File: src/rtl/o_result_packer.sv
// o_result_packer
//   Packs the column (south) and row (east) byte streams from the output FIFO
//   stage into little-endian 32-bit words. Each word goes through one shared RAM
//   write port, and each stream writes into its own address region. One tile
//   runs per i_start. o_done pulses once every byte of the tile has been written.
//
//   Ports
//     i_clk, i_rst               clock, synchronous active-high reset
//     i_start                    start a tile (honoured in IDLE only)
//     i_col_base, i_row_base     first word address of each region (latched at start)
//     i_col_data/_valid          column byte stream, no backpressure
//     i_row_data/_valid          row byte stream, no backpressure
//     o_wr_en/_addr/_data        RAM write port; addr/data are 0 when not writing
//     o_busy                     tile in progress
//     o_done                     one-cycle completion pulse
//     o_err_unexp                sticky: a byte arrived outside RUN or past its count
//
// o_result_packer_stream
//   Per-stream packer. Holds the byte counter, the partial word and a 2-entry
//   queue of completed words. The queue covers the case where the port is busy
//   with the other stream, and the case where the stream finishes two words
//   back-to-back (a full word followed immediately by a final partial word).

module o_result_packer_stream #(
  parameter int W_DATA = 8,
  parameter int W_ADDR = 8,
  parameter int BYTES  = 3
) (
  input  logic              clk,
  input  logic              rst,
  input  logic              clear,
  input  logic              run,
  input  logic [W_ADDR-1:0] base,
  input  logic              valid,
  input  logic [W_DATA-1:0] data,
  input  logic              grant,
  output logic              has,
  output logic [W_ADDR-1:0] head_addr,
  output logic [31:0]       head_word,
  output logic              complete,
  output logic              unexp
);
  localparam int CW = $clog2(BYTES + 4);
  localparam int EW = W_ADDR + 32;

  logic [CW-1:0]       byte_cnt;
  logic [W_ADDR-1:0]   word_n;
  logic [31:0]         partial;
  logic [1:0][EW-1:0]  q;
  logic [1:0]          q_cnt;

  logic                full, accept, last;
  logic [1:0]          lane;
  logic [31:0]         merged;
  logic [EW-1:0]       new_e;

  assign full   = (byte_cnt == CW'(BYTES));
  assign accept = run && valid && !full;
  assign unexp  = valid && !accept;
  assign lane   = byte_cnt[1:0];
  assign merged = partial | (32'(data) << {lane, 3'b000});
  assign last   = accept && (lane == 2'd3 || byte_cnt == CW'(BYTES - 1));
  assign new_e  = {base + word_n, merged};

  // A freshly completed word bypasses the queue when the queue is empty, so the
  // word reaches the port one cycle after completion.
  assign has                    = (q_cnt != 2'd0) || last;
  assign {head_addr, head_word} = (q_cnt != 2'd0) ? q[0] : new_e;
  assign complete               = full && (q_cnt == 2'd0);

  always_ff @(posedge clk) begin
    if (rst || clear) begin
      byte_cnt <= '0;
      word_n   <= '0;
      partial  <= '0;
      q        <= '0;
      q_cnt    <= '0;
    end else begin
      if (accept) begin
        byte_cnt <= byte_cnt + 1'b1;
        if (last) begin
          partial <= '0;
          word_n  <= word_n + 1'b1;
        end else begin
          partial <= merged;
        end
      end
      case ({last, grant})
        2'b10: begin
          if (q_cnt == 2'd0) q[0] <= new_e;
          else               q[1] <= new_e;
          q_cnt <= q_cnt + 2'd1;
        end
        2'b11: begin
          // The head is consumed and the new word takes its place at the tail.
          if (q_cnt == 2'd1) q[0] <= new_e;
          else if (q_cnt == 2'd2) begin
            q[0] <= q[1];
            q[1] <= new_e;
          end
        end
        2'b01: begin
          q[0]  <= q[1];
          q_cnt <= q_cnt - 2'd1;
        end
        default: ;
      endcase
    end
  end
endmodule

module o_result_packer #(
  parameter int W_DATA    = 8,
  parameter int W_ADDR    = 8,
  parameter int COL_BYTES = 3,
  parameter int ROW_BYTES = 9
) (
  input  logic              i_clk,
  input  logic              i_rst,
  input  logic              i_start,
  input  logic [W_ADDR-1:0] i_col_base,
  input  logic [W_ADDR-1:0] i_row_base,
  input  logic [W_DATA-1:0] i_col_data,
  input  logic              i_col_valid,
  input  logic [W_DATA-1:0] i_row_data,
  input  logic              i_row_valid,
  output logic              o_wr_en,
  output logic [W_ADDR-1:0] o_wr_addr,
  output logic [31:0]       o_wr_data,
  output logic              o_busy,
  output logic              o_done,
  output logic              o_err_unexp
);
  // Stream 0 is the column stream and has port priority. Stream 1 is the row stream.
  localparam int NUM_STREAMS = 2;

  typedef enum logic [1:0] {IDLE, RUN, DONE} state_t;
  state_t state;

  logic [NUM_STREAMS-1:0][W_ADDR-1:0] base_q;
  logic [NUM_STREAMS-1:0][W_DATA-1:0] s_data;
  logic [NUM_STREAMS-1:0]             s_valid, s_has, s_grant, s_complete, s_unexp;
  logic [NUM_STREAMS-1:0][W_ADDR-1:0] s_addr;
  logic [NUM_STREAMS-1:0][31:0]       s_word;
  logic                               clear, run;

  assign s_data  = {i_row_data, i_col_data};
  assign s_valid = {i_row_valid, i_col_valid};
  assign clear   = (state == IDLE) && i_start;
  assign run     = (state == RUN);

  always_comb begin
    s_grant    = '0;
    s_grant[0] = s_has[0];
    s_grant[1] = s_has[1] && !s_has[0];
  end

  for (genvar g = 0; g < NUM_STREAMS; g++) begin : g_stream
    localparam int BYTES = (g == 0) ? COL_BYTES : ROW_BYTES;
    o_result_packer_stream #(
      .W_DATA(W_DATA), .W_ADDR(W_ADDR), .BYTES(BYTES)
    ) u_stream (
      .clk      (i_clk),
      .rst      (i_rst),
      .clear    (clear),
      .run      (run),
      .base     (base_q[g]),
      .valid    (s_valid[g]),
      .data     (s_data[g]),
      .grant    (s_grant[g]),
      .has      (s_has[g]),
      .head_addr(s_addr[g]),
      .head_word(s_word[g]),
      .complete (s_complete[g]),
      .unexp    (s_unexp[g])
    );
  end

  assign o_busy = (state == RUN);
  assign o_done = (state == DONE);

  always_ff @(posedge i_clk) begin
    if (i_rst) begin
      state       <= IDLE;
      base_q      <= '0;
      o_wr_en     <= 1'b0;
      o_wr_addr   <= '0;
      o_wr_data   <= '0;
      o_err_unexp <= 1'b0;
    end else begin
      case (state)
        IDLE: if (i_start) begin
          state  <= RUN;
          base_q <= {i_row_base, i_col_base};
        end
        // complete means the count is reached and nothing is queued. The last
        // write is then on the port this cycle, so DONE lands right after it.
        RUN:  if (&s_complete) state <= DONE;
        DONE: state <= IDLE;
        default: state <= IDLE;
      endcase

      o_wr_en   <= |s_grant;
      o_wr_addr <= s_grant[0] ? s_addr[0] : (s_grant[1] ? s_addr[1] : '0);
      o_wr_data <= s_grant[0] ? s_word[0] : (s_grant[1] ? s_word[1] : '0);

      // A new error in the same cycle as i_start still registers.
      o_err_unexp <= (o_err_unexp && !i_start) || (|s_unexp);
    end
  end
endmodule
File: config.mk
export PLATFORM = sky130hd
export DESIGN_NAME = o_result_packer
export DESIGN_NICKNAME = d
export VERILOG_FILES = /design/src/rtl/o_result_packer.sv
export SDC_FILE = /design/constraint.sdc
export NUM_CORES = 1
export LEC_CHECK = 0
export ABC_AREA = 1
export CORE_MARGIN = 5
export CORE_UTILIZATION = 50
export DETAILED_ROUTE_END_ITERATION = 6
export MAX_ROUTING_LAYER = met4
export PLACE_DENSITY_LB_ADDON = 0.1
export SETUP_SLACK_MARGIN = 0.5
export SLEW_MARGIN = 30
export SYNTH_ARGS = -nofsm -noshare
export SYNTH_HDL_FRONTEND = slang
export SYNTH_SLANG_ARGS = --single-unit
File: constraint.sdc
create_clock -name i_clk -period 3.7 [get_ports i_clk]
set_clock_uncertainty 0.2 [all_clocks]
set_input_delay 0.37 -clock i_clk [delete_from_list [all_inputs] [get_ports i_clk]]
set_output_delay 0.37 -clock i_clk [all_outputs]
set_load 0.02 [all_outputs]
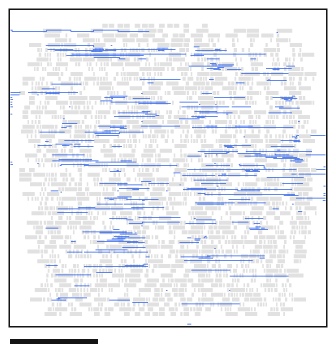
(run_1/m3.png)
Scale bar: 50 µm.
wire length on this layer: 3100 µm
main direction: horizontal
share of all routed wire: 7.4%
nets with wire on the layer: 163
longest straight run: 64.4 µm
WL final: 41800 µm
Vias: 13.5k

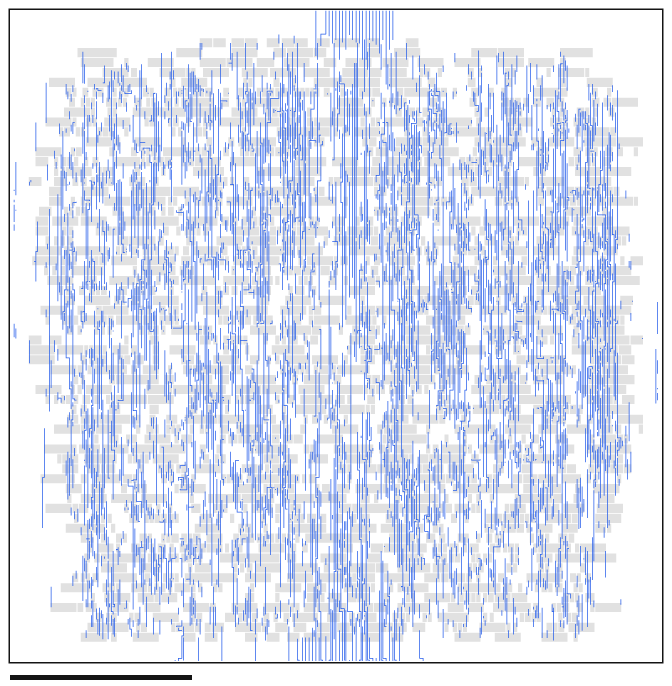
(run_1/m2.png)
Scale bar: 50 µm.
longest straight run: 64.6 µm
main direction: vertical
nets with wire on the layer: 1595
GRT met2 Usage: 39.0%

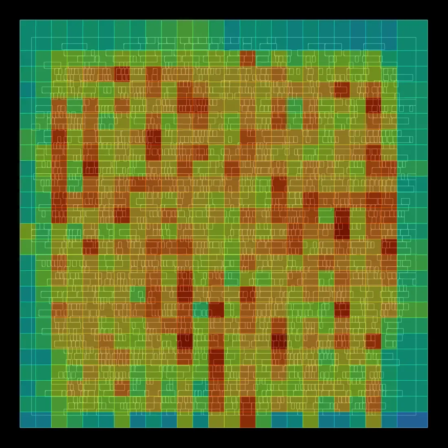
(run_1/congestion_map.png)
busiest grt layer: met2
grt met1 use: 38.1%
overall routing resource usage: 26.4%

run 1: metrics by stage:
stage	std cells	instance area, µm²	utilization (%)	setup WS, ns	hold slack [ns]
CTS	2427	16600	59.2	0.515	0.216
global route	2433	16700	59.6	0.480	0.237
finish	2433	16700	59.6	0.707	0.230
floorplan	1994	14300	-	0.505	0.225
detailed placement	2362	15300	54.8	0.328	0.244
global placement	2362	15300	54.8	0.406	0.239
run 1: placed cells by master (no fill, tap or decap), types with 3 or more instances in the layout:
master and count:
nand3_1 114, o21ai_0 147, nand2_4 3, inv_1 176
o211ai_1 9, buf_4 36, clkbuf_1 5, clkbuf_8 5
bufinv_16 4, inv_2 8, nand4_1 6, nand2_1 392
a221oi_1 8, dfxtp_1 310, xnor2_1 3, nand2_2 4
nor2_4 4, a211oi_1 10, o21ai_1 29, a21oi_1 181
xor2_1 5, buf_12 4, clkinvlp_4 3, a31oi_1 127
clkinv_2 11, clkdlybuf4s50_1 79, nor2_1 209, o21bai_1 13
inv_4 3, nor3_1 15, or2_2 28, ha_1 31
clkbuf_16 37
run 1: logic make-up after synthesis:
group	Yosys count
AND-OR/OR-AND	534
XOR/XNOR	8
adder cells (fa/ha/maj)	35
buffers and inverters	318
flip-flops	311
AND/OR/NAND/NOR	788
run 1: metal layers:
metal  track usage, %  up-vias  wire length (µm)
li1                 -     6688                 -
met1             38.1     6247             19500
met2             39.0      508             18200
met3             3.86       76              3100
met4             6.94        0               994
met5                -        -                 0
run 1: power groups by stage:
stage          combinational [mW]  clock (mW)  sequential [mW]
6_report                    0.911        3.58             3.49
5_1_grt                     0.994        3.78             3.50
4_1_cts                     0.889        3.64             3.49
3_5_place_dp                0.881           0             3.56
3_3_place_gp                0.873           0             3.56
2_1_floorplan               0.573           0             3.56
==> results.txt, run 1 <==
P per Cell Area = 478 nW/µm²
Root Buffer = clkbuf_16
WL/cell = 17.2 µm
Combinational Gates = 1365
critical-path cell list = buf_4, ha_1, nand2_1, nand2_1, nand2_4, nand2_2, inv_2, nand2_4, inv_4, ha_1, inv_1, or2_2, nand2_1, nor2_4, buf_6, buf_4, nor2_1, nor2_1, o21ai_0, inv_1
NetSw = 2.06 mW
top cell category = multi-input combinational cells
Worst Path Required = 3.90 ns
max reg flops = 160
fp util = 51.0%
Ports = 81
leakage = 6.77 nW
setup repair bufs after CTS = 1
Crit path depth = 20
cell count after synthesis = 1994
Die Y = 179 µm
WHS Endpoint = base_q[10]
Worst-Skew Late Latency = 0.51 ns
Simple-Gate Fraction of Synth Area = 23.1%
run status = complete, no violations
Dominant flop cell = dfxtp_1
vias in the first global route = 12.1k
FILL cells = 2664
setup TNS = 0 ns
Post-DRT Antenna Nets = 0
GP Congestion = 0.838
Yosys cell types = 42
multi-input logic area = 6850 µm²
Ys Warns = 0
count of library flops with an enable pin = 0
Nets = 2103
adder share = 3.17%
worst-case reg-to-reg path depth = 20
Tool Warnings = 37
Yosys top cell by area = dfxtp_1
mean area per synthesized cell = 7.16 µm²
Crit. End Element = flip-flop
total power = 7.98 mW
Max Fanout on Critical Path = 20
DR vias/cell = 5.56
YS chip area = 14300 µm²
max_cap viols = 0
# diodes = 1
worst hold path cell count = 3
sw frac = 25.8%
Inverters = 193
reg2reg setup slack = 0.71 ns
initial antenna violation count = 2
hold_sp = i_row_base[2]
Post-DP HPWL = 27100 µm
critical path endpoint = g_stream[1].u_stream.q[77]
clock power share = 44.8%
Synth top cells by count = nand2_1, dfxtp_1, nor2_1, a21oi_1, inv_1
CTS tree = yes
# resized after CTS = 10
CP max stage delay = 0.31 ns
# rows = 61
==> run_1/m1.png <==
Scale bar: 50 µm.
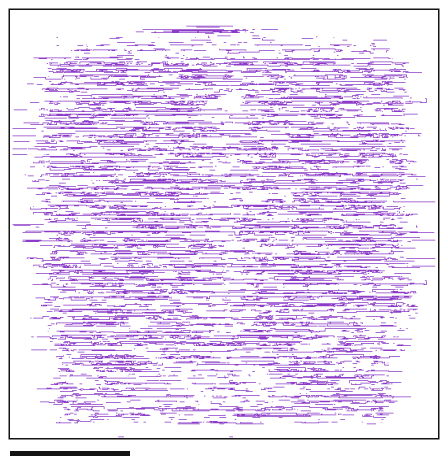

==> inputs of run 2 (changes only) <==
- clock period: 3.7 -> 2.89 ns (I/O delays scaled with it)
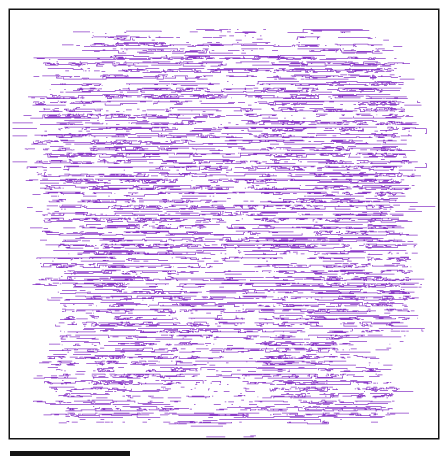
(run_2/m1.png)
Scale bar: 50 µm.
main direction: horizontal
longest straight run: 63.9 µm
nets with wire on the layer: 2058
share of all routed wire: 47%

==> run 2 against run 1 <==
Against the previous run: clock power rose by 24%; combinational power rose by 48%; clock-buffer cell count is 3 higher; register-to-register slack lost 0.50 ns; sequential share of layout area decreased by 2.5 points; highest routed layer unchanged.
==> results.txt, run 2 <==
worst-case reg-to-reg path depth = 19 (-5.0%)
Root Buffer = clkbuf_16
Post-Syn Nets = 2066
Vias = 13.8k (+1.8%)
Max Fanout on Critical Path = 6 (-70%)
cell count after synthesis = 1994 (unchanged)
P per Cell Area = 575 nW/µm² (+20%)
DR vias/cell = 5.54 (-0.22%)
final instance area = 17900 µm² (+7.2%)
Hold Slack = 0.106 ns (-0.125 ns)
Tool Warnings = 40 (+8.1%)
Ys Warns = 0 (unchanged)
placed insts = 2390 (+1.2%)
Top cells excl fill/tap = nand2_1, dfxtp_1, nor2_1, a21oi_1, inv_1
Dominant flop cell = dfxtp_1
initial antenna violation count = 0 (-2)
sequential element share of the synthesized area = 43.6%
Placement Setup Slack = 0.0118 ns (-0.316 ns)
area share, top type = 43.6%
Worst Path Required = 3.09 ns (-0.81 ns)
WHS Endpoint = g_stream[0].u_stream.q[36]
Nets = 2154 (+2.4%)
most used cell, CP = nand2_4
max_cap viols = 0 (unchanged)
Crit path depth = 19 (-5.0%)
Yosys top cell by area = dfxtp_1
FILL cells = 2497 (-6.3%)
DRC viols = 0
CP max stage delay = 0.36 ns (+0.05 ns)
biggest area cells = dfxtp_1, nand2_1, a21oi_1
count of library flops with an enable pin = 0 (unchanged)
CTS tree = yes
reg2reg setup slack = 0.21 ns (-0.50 ns)
Final Critical Period = 2.68 ns
ys flops = 311
asr flop ratio synth = 0%
highest-count logic cell in the final layout = nand2_1
Die ar. = 32000 µm²
top cell type by instance count after synthesis = nand2_1
Top reg by flops = g_stream.u_stream.q
WL final = 43500 µm (+3.9%)
worst min path class = input port to flip-flop
mean area per synthesized cell = 7.16 µm² (unchanged)
worst hold path cell count = 5 (+2)
slowest CP cell = dfxtp_4
final non-filler cell total = 2483 (+2.1%)
Yosys cell types = 42 (unchanged)
total power = 10.3 mW (+29%)
Ports = 81 (unchanged)
overall routing resource usage = 26.6% (+0.14 points)
worst setup margin = 0.211 ns (-0.496 ns)
GP Congestion = 0.867 (+3.5%)
YS chip area = 14300 µm² (unchanged)
Die Y = 179 µm (unchanged)
final slew viol count = 0
Post-DP Area = 15700 µm² (+2.3%)
Post-DRT Antenna Nets = 0 (unchanged)
leakage = 7.19 nW (+6.2%)
Reg clk slew, reported paths = 0.06 ns
Worst-Skew Late Latency = 0.53 ns (+0.02 ns)
Synth top cells by count = nand2_1, dfxtp_1, nor2_1, a21oi_1, inv_1
CORE AREA = 28000 µm²
setup TNS = 0 ns (unchanged)
critical-path cell list = ha_4, ha_4, inv_2, nand2_2, nor2_4, nand2_4, nand2_4, inv_4, nand2_4, inv_4, ha_4, inv_4, or2_4, nand2_4, nor2_4, buf_6, buf_12, clkbuf_16, a31oi_4
hold_sp = i_rst
fp util = 51.0% (unchanged)
max reg flops = 160 (unchanged)
Max rail drop VDD = 0.000438 V
vias in the first global route = 12.2k (+0.45%)
reg2reg start = g_stream[0].u_stream.byte_cnt[0]
Crit. End Element = flip-flop
# rows = 61 (unchanged)
Post-DP HPWL = 28000 µm (+3.4%)
multi-input logic area = 7330 µm² (+7.1%)
run status = complete, no violations
# diodes = 0 (-1)
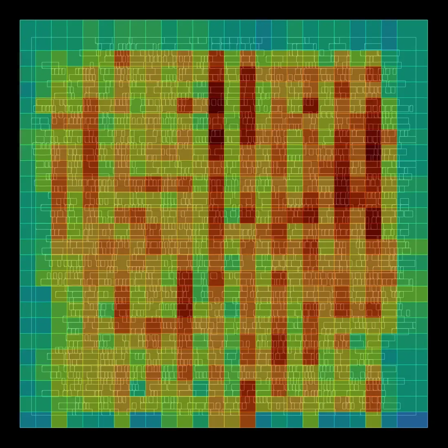
(run_2/congestion_map.png)
met3 GRT Util: 2.99%
WL/cell: 17.5 µm
GRT met2 Usage: 39.3%
Util after Layout: 63.8%

run 2: cells by family after synthesis:
group / Yosys count / synth area share, %
adders and majority gates: 35 / 3.17
buffers and inverters: 318 / 8.84
and+or+nand+nor: 788 / 23.1
xor gates and xnor gates: 8 / 0.491
DFF: 311 / 43.6
AOI/OAI and AO/OA: 534 / 20.8
run 2: worst max path at each step:
stage | to | startpoint | slack [ns]
after floorplan | g_stream[1].u_stream.q[0] | g_stream[0].u_stream.byte_cnt[0] | 0.13
after global placement | g_stream[1].u_stream.q[3] | i_row_valid | 0.05
after detailed placement | g_stream[1].u_stream.q[13] | i_row_valid | 0.01
after CTS | g_stream[1].u_stream.q[35] | g_stream[0].u_stream.byte_cnt[0] | 0.30
after global routing | g_stream[1].u_stream.q[42] | g_stream[0].u_stream.byte_cnt[0] | 0.14
final | g_stream[1].u_stream.q[57] | g_stream[0].u_stream.byte_cnt[0] | 0.21
run 2: tightest hold or removal path, delay by kind of cell:
family                 cells  cell delay [ns]
AOI/OAI and AO/OA          1             0.03
buffers and inverters      2             0.31
and+or+nand+nor            2             0.15
run 2: repair_timing:
item	CTS	global route
pin swaps	5	29
buffers inserted	7	13
setup endpoints to repair	169	172
cloned	5	8
resized	49	94
hold buffers	0	0
run 2: cell type report:
cell class	instances	share of cell area [%]
clock buffers	50	5.56
clock inverters	10	0.784
repair buffers	178	10.9
well taps	378	2.65
flip-flops and latches	311	34.9
multi-input cells	1365	41.0
inverters	191	4.19
run 2: power breakdown:
group | switching, mW | internal (mW)
Sequential | 0.0673 | 4.41
Combinational | 0.873 | 0.479
Clock | 1.79 | 2.66
Total | 2.73 | 7.55
run 2: routing by layer:
metal | global-route usage, % | wire (µm)
met3 | 2.99 | 2850
met4 | 7.13 | 1350
met2 | 39.3 | 19000
met5 | - | 0
met1 | 38.7 | 20200
Power is estimated from default activity; no workload was simulated.
